Fig. 1: logic cells by family
(2 px per µm)
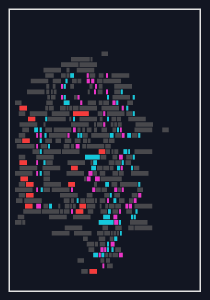
Fig. 2: zoomed window
Window x 35 to 60, y 30 to 55 µm. Cells in gray, sequential cells in the stronger gray; small squares are vias.
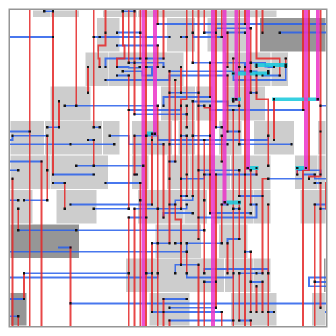
Fig. 3: register map, names as in the netlist
(2 px per µm) Other sequential cells in the stronger gray, the rest of the logic in the fainter gray.
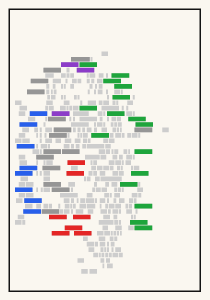
Fig. 4: ports around the boundary
(3 px per µm) Pins as bars across the die edge, other pins in gray.
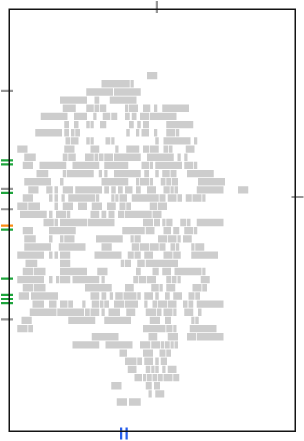
Fig. 5: congestion heat map
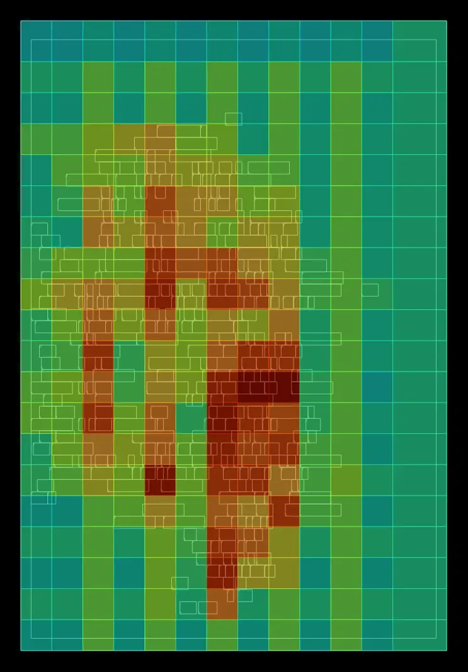
[config.mk]
export PLATFORM = sky130hd
export DESIGN_NAME = uart_tx_ctrl
export DESIGN_NICKNAME = d
export VERILOG_FILES = /design/src/rtl/uart_tx_ctrl.sv
export SDC_FILE = /design/constraint.sdc
export NUM_CORES = 1
export LEC_CHECK = 0
export CAP_MARGIN = 10
export CORE_ASPECT_RATIO = 1.5
export CORE_MARGIN = 2
export CORE_UTILIZATION = 25
export DETAILED_ROUTE_END_ITERATION = 16
export RECOVER_POWER = 25
export SLEW_MARGIN = 30
export SYNTH_ARGS = -nofsm -noshare
export SYNTH_HDL_FRONTEND = slang
export SYNTH_SLANG_ARGS = --single-unit
[constraint.sdc]
create_clock -name clk -period 4.1 [get_ports clk]
set_clock_uncertainty 0.1 [all_clocks]
set_input_delay 0.82 -clock clk [delete_from_list [all_inputs] [get_ports clk]]
set_output_delay 0.82 -clock clk [all_outputs]
set_load 0.02 [all_outputs]
[src/rtl/uart_tx_ctrl.sv]
// ---------------------------------------------------------------------------
// uart_tx_ctrl
//
// Standalone UART transmitter. Sends 8-bit frames on txd:
//   start bit (0), 8 data bits LSB first, optional parity bit, 1 or 2 stop bits.
// A one-byte holding register sits in front of the shift register. This lets
// the host queue the next byte while the current one is shifting, so
// back-to-back frames leave with no idle gap. The bit period is picked per
// frame from br_cfg, using the same 2-bit encoding as the receive path.
// br_cfg is sampled only when a frame is loaded.
//
// Parameters:
//   DIV_00..DIV_11 : clock cycles per bit for br_cfg = 00..11. Each must be >= 2.
//   PARITY         : 0 = none, 1 = even, 2 = odd
//   STOP_BITS      : 1 or 2
//
// Ports:
//   clk        in   system clock
//   rst        in   asynchronous active-high reset
//   br_cfg     in   [1:0] baud select, sampled at frame start
//   tx_data    in   [7:0] byte to send
//   tx_valid   in   tx_data valid
//   tx_ready   out  holding register empty; a byte is taken when
//                   tx_valid && tx_ready at a rising edge
//   txd        out  serial line, idle high, registered
//   tx_busy    out  transmitter FSM not in IDLE
//   frame_done out  one-cycle pulse during the last cycle of the final stop bit
// ---------------------------------------------------------------------------
module uart_tx_ctrl #(
    parameter int DIV_00    = 1300,
    parameter int DIV_01    = 650,
    parameter int DIV_10    = 325,
    parameter int DIV_11    = 163,
    parameter int PARITY    = 0,
    parameter int STOP_BITS = 1
) (
    input  logic       clk,
    input  logic       rst,
    input  logic [1:0] br_cfg,
    input  logic [7:0] tx_data,
    input  logic       tx_valid,
    output logic       tx_ready,
    output logic       txd,
    output logic       tx_busy,
    output logic       frame_done
);

    localparam int CNT_W = 16;

    typedef enum logic [2:0] {
        ST_IDLE,
        ST_START,
        ST_DATA,
        ST_PARITY,
        ST_STOP
    } state_t;

    state_t             state;
    logic               hold_full;
    logic [7:0]         hold_data;
    logic [7:0]         shift;
    logic               par_bit;
    logic [CNT_W-1:0]   div_r;
    logic [CNT_W-1:0]   cnt;
    logic [2:0]         bit_idx;
    logic               stop_idx;

    logic               accept;
    logic               bit_end;
    logic               last_stop;
    logic               load;

    // Bit period for a given baud select code.
    function automatic logic [CNT_W-1:0] sel_div(input logic [1:0] cfg);
        logic [CNT_W-1:0] d;
        case (cfg)
            2'b00:   d = CNT_W'(DIV_00);
            2'b01:   d = CNT_W'(DIV_01);
            2'b10:   d = CNT_W'(DIV_10);
            default: d = CNT_W'(DIV_11);
        endcase
        return d;
    endfunction

    // Parity bit for a data byte. Even parity is the XOR of the data bits.
    // Odd parity is its inverse. The result is unused when PARITY == 0.
    function automatic logic frame_parity(input logic [7:0] d);
        return (^d) ^ (PARITY == 2);
    endfunction

    // tx_ready comes only from the holding-register flag. It never depends
    // combinationally on tx_valid.
    assign tx_ready  = ~hold_full;
    assign accept    = tx_valid & ~hold_full;
    assign bit_end   = (cnt == div_r - CNT_W'(1));
    assign last_stop = (STOP_BITS == 2) ? stop_idx : 1'b1;

    // The shift register is loaded from IDLE, or straight out of the final
    // stop bit when another byte is waiting. The second case is what makes
    // consecutive frames touch with no gap.
    assign load = hold_full &
                  ((state == ST_IDLE) |
                   ((state == ST_STOP) & bit_end & last_stop));

    always_ff @(posedge clk or posedge rst) begin
        if (rst) begin
            state      <= ST_IDLE;
            hold_full  <= 1'b0;
            hold_data  <= '0;
            shift      <= '0;
            par_bit    <= 1'b0;
            div_r      <= '0;
            cnt        <= '0;
            bit_idx    <= '0;
            stop_idx   <= 1'b0;
            txd        <= 1'b1;
            tx_busy    <= 1'b0;
            frame_done <= 1'b0;
        end else begin
            frame_done <= 1'b0;

            // Holding register. A load empties it. Because tx_ready was low
            // on a load edge, a byte offered on that edge is not taken until
            // the following edge.
            if (load) begin
                hold_full <= 1'b0;
            end else if (accept) begin
                hold_full <= 1'b1;
                hold_data <= tx_data;
            end

            if (load) begin
                shift    <= hold_data;
                par_bit  <= frame_parity(hold_data);
                div_r    <= sel_div(br_cfg);
                cnt      <= '0;
                bit_idx  <= '0;
                stop_idx <= 1'b0;
                txd      <= 1'b0;
                tx_busy  <= 1'b1;
                state    <= ST_START;
            end else begin
                case (state)
                    ST_IDLE: begin
                        txd     <= 1'b1;
                        tx_busy <= 1'b0;
                    end

                    ST_START: begin
                        if (bit_end) begin
                            cnt     <= '0;
                            bit_idx <= '0;
                            txd     <= shift[0];
                            state   <= ST_DATA;
                        end else begin
                            cnt <= cnt + CNT_W'(1);
                        end
                    end

                    ST_DATA: begin
                        if (bit_end) begin
                            cnt   <= '0;
                            shift <= {1'b0, shift[7:1]};
                            if (bit_idx == 3'd7) begin
                                if (PARITY != 0) begin
                                    txd   <= par_bit;
                                    state <= ST_PARITY;
                                end else begin
                                    txd   <= 1'b1;
                                    state <= ST_STOP;
                                end
                            end else begin
                                // Present the next data bit on the same edge as the shift.
                                txd     <= shift[1];
                                bit_idx <= bit_idx + 3'd1;
                            end
                        end else begin
                            cnt <= cnt + CNT_W'(1);
                        end
                    end

                    ST_PARITY: begin
                        if (bit_end) begin
                            cnt   <= '0;
                            txd   <= 1'b1;
                            state <= ST_STOP;
                        end else begin
                            cnt <= cnt + CNT_W'(1);
                        end
                    end

                    ST_STOP: begin
                        txd <= 1'b1;
                        if (bit_end) begin
                            cnt <= '0;
                            if (last_stop) begin
                                // When hold_full is set, load already took this edge.
                                tx_busy <= 1'b0;
                                state   <= ST_IDLE;
                            end else begin
                                stop_idx <= 1'b1;
                            end
                        end else begin
                            cnt <= cnt + CNT_W'(1);
                            // frame_done is registered, so it is raised one
                            // cycle early. It is then high exactly during the
                            // final cycle of the stop period.
                            if (last_stop && (cnt == div_r - CNT_W'(2)))
                                frame_done <= 1'b1;
                        end
                    end

                    default: begin
                        txd     <= 1'b1;
                        tx_busy <= 1'b0;
                        state   <= ST_IDLE;
                    end
                endcase
            end
        end
    end

endmodule
==> flow_summary.json <==
{
  "fmax_ghz": 0.2759,
  "grt_first_pass_wirelength_mm": 12.59,
  "netlist_instances": 342,
  "yosysTopAreaCell": "dfrtp_1",
  "synth-async-reset-ratio": 1.000,
  "detailroute.wirelength.met2_mm": 3.900,
  "numCtsBuffers": 5,
  "grt_start_max_net_pins": 50,
  "syn-cell-area_um2": 3092,
  "final.clkbuf_count": 6,
  "place.detailed.hpwl_mm": 5.625,
  "globalRoute.busiestLayer": "met2",
  "synthAoiAreaFrac": 0.1890,
  "wl_met1_mm": 2.882,
  "tightestPinTransition_ns": 2.142,
  "failed_checks": "max-capacitance violations, max-slew violations",
  "comb_share": 0.4830,
  "library_cell_with_the_highest_instance_count_after_synthesis": "dfrtp_1",
  "timing.final.setup_violations": 0,
  "htreeDepth": 2,
  "globalRouteMet3Util": 0.01775,
  "peakVddDrop_mv": 0.2942,
  "antenna_violations_before_repair": 0,
  "timing_worst_setup_path_type": "reg -> reg",
  "nNonClkBuffers": 19,
  "areaGrowthSynthToFinish_pct": 14.53,
  "clk_latency_ns": 0.29,
  "layout-drive-gt1-share": 0.09249,
  "non_clock_buffer_area_share": 0.05159,
  "wl_met3_um": 215,
  "fillerInstances": 1311,
  "io-pin-count": 17,
  "syn_avg_cell_area_um2": 9.040,
  "route.top_layer_used": "met4",
  "ys_warn_count": 0,
  "most-common-layout-cells": "dfrtp_1, nor2_1, nand2_1, a21oi_1, clkdlybuf4s50_1",
  "layout.area.top_class": "logic gates",
  "chipArea_um2": 13290,
  "timing.critical_path.to_type": "flip-flop",
  "setup_total_negative_slack_ns": 0,
  "finalWorstPathRequiredPeriod_ns": 3.625,
  "post_synth_num_cell_types": 61,
  "cts.root.buffer_cell": "clkbuf_16",
  "synthesis.nets": 360,
  "drc": 0,
  "min_period_over_period": 0.8841,
  "final-hold-violation-count": 0,
  "tool_warnings": 26,
  "drt_iter0_drc": 145,
  "worst_slew_margin_rel": -0.4361,
  "yosys_area_um2": 3092,
  "drv_slew": 50,
  "layout.area.comb_um2": 1710,
  "post-synth-top-area-fraction": 0.3885,
  "core.rowCount": 49,
  "max_cap_violations": 1,
  "yosys-mux-area-fraction": 0.05666,
  "dp_worst_setup_slack_ns": 0.4520,
  "rsz0062_at_grt": "no",
  "ys_seq_share": 0.3970,
  "nNetsFinal": 363,
  "clockNetworkAreaShare": 0.04735,
  "drtAntennaViolNets": 0,
  "layout.sequential_cells": 49,
  "taps": 153,
  "vias_in_the_first_global_route": 2570,
  "number_of_gates_resized_after_cts": 0,
  "post_synth_main_logic_family": "simple AND/OR/NAND/NOR gates",
  "layout.cells.most_common": "dfrtp_1",
  "ctsLongestPathBuffers": 2,
  "tritoncts_num_sinks": 49,
  "postLayoutSetupSlackWorst_ns": 0.4753,
  "ys_cells": 342,
  "placeableCoreArea_um2": 12020,
  "ys_seq_elements": 49,
  "min-delay-path-class": "reg -> reg",
  "firstDrtPassIters": 4,
  "run_status": "complete, but fails checks",
  "vias": 2546,
  "post-cts-setup-buffer-count": 0
}
## Picture notes: Fig. 1
[multiplexers] red | cells: 15
[NAND gates] magenta | cells: 51
[NOR gates] cyan | cells: 58

## Picture notes: Fig. 2
[met1] blue
[met2] red
[met4] magenta
[met3] cyan
sequential cells in the window: 2
most frequent: xor2_1 (7), xnor2_1 (4)
netlist names of flops here include: cnt (1), div_r (1)
cells with their middle in the window: 42

## Picture notes: Fig. 3
[div_r] red | sequential cells: 7
[state] purple | sequential cells: 3
[cnt] green | sequential cells: 16
[hold_data] blue | sequential cells: 8 | where: west
sequential cell power: 848 µW
flop share of the area: 0.3466
storage element area: 1227 µm²

## Picture notes: Fig. 4
[br_cfg] blue | pins: 2 | direction: input | edge: south
[tx_data] green | pins: 8 | direction: input | edge: west
[tx_busy] orange | pins: 1 | direction: output | edge: west
width of the die: 94.80 µm
overall die height: 140.2 µm

## Picture notes: Fig. 5
met1 global-route usage: 0.1377
met2 Use GR: 0.1978

==> worst paths after layout <==
path	slack (ns)	end	start	cells after the start
max	0.48	shift[6]$_DFFE_PP0P_	div_r[7]$_DFFE_PP0N_	10
min	0.41	hold_data[2]$_DFFE_PP0P_	hold_data[2]$_DFFE_PP0P_	1
max reg2reg	0.48	shift[6]$_DFFE_PP0P_	div_r[7]$_DFFE_PP0N_	10
min in group asynchronous	1.45	div_r[7]$_DFFE_PP0N_	rst	2
max in group asynchronous	1.47	cnt[7]$_DFFE_PP0P_	rst	2
min reg2reg	0.41	hold_data[2]$_DFFE_PP0P_	hold_data[2]$_DFFE_PP0P_	1
==> power by group <==
part	total, µW	leakage (µW)	internal, µW	switching (µW)
Clock	469	0.0000810	289	179
Sequential	848	0.000622	640	208
Combinational	995	0.000740	467	529
==> critical path, cell delays in order (launching register included) <==
cell,delay (ns)
dfrtp_1,0.49
inv_1,0.12
ha_1,0.25
nor3b_1,0.38
a2111oi_0,0.18
a311oi_1,0.50
nor4_4,0.16
a21oi_2,0.54
nor2_1,0.19
buf_4,0.23
a221o_1,0.35
==> through the flow <==
step	cell area, µm²	util	std cells	power (µW)	hold WS [ns]
6_report	3541	0.2947	499	2312	0.4088
5_1_grt	3541	0.2947	499	2491	0.4337
4_1_cts	3542	0.2948	499	2327	0.4133
3_5_place_dp	3374	0.2808	491	1845	0.3970
3_3_place_gp	3372	0.2806	491	1827	0.3912
2_1_floorplan	3092	-	342	1602	0.3761
==> flip-flops by register name (all words and copies together) (netlist names) <==
signal / cells
cnt: 16
txd: 1
div_r: 7
frame_done: 1
bit_idx: 3
tx_busy: 1
hold_full: 1
state: 3
shift: 8
hold_data: 8
No activity file was given, so power comes from the tool's default toggle rates.
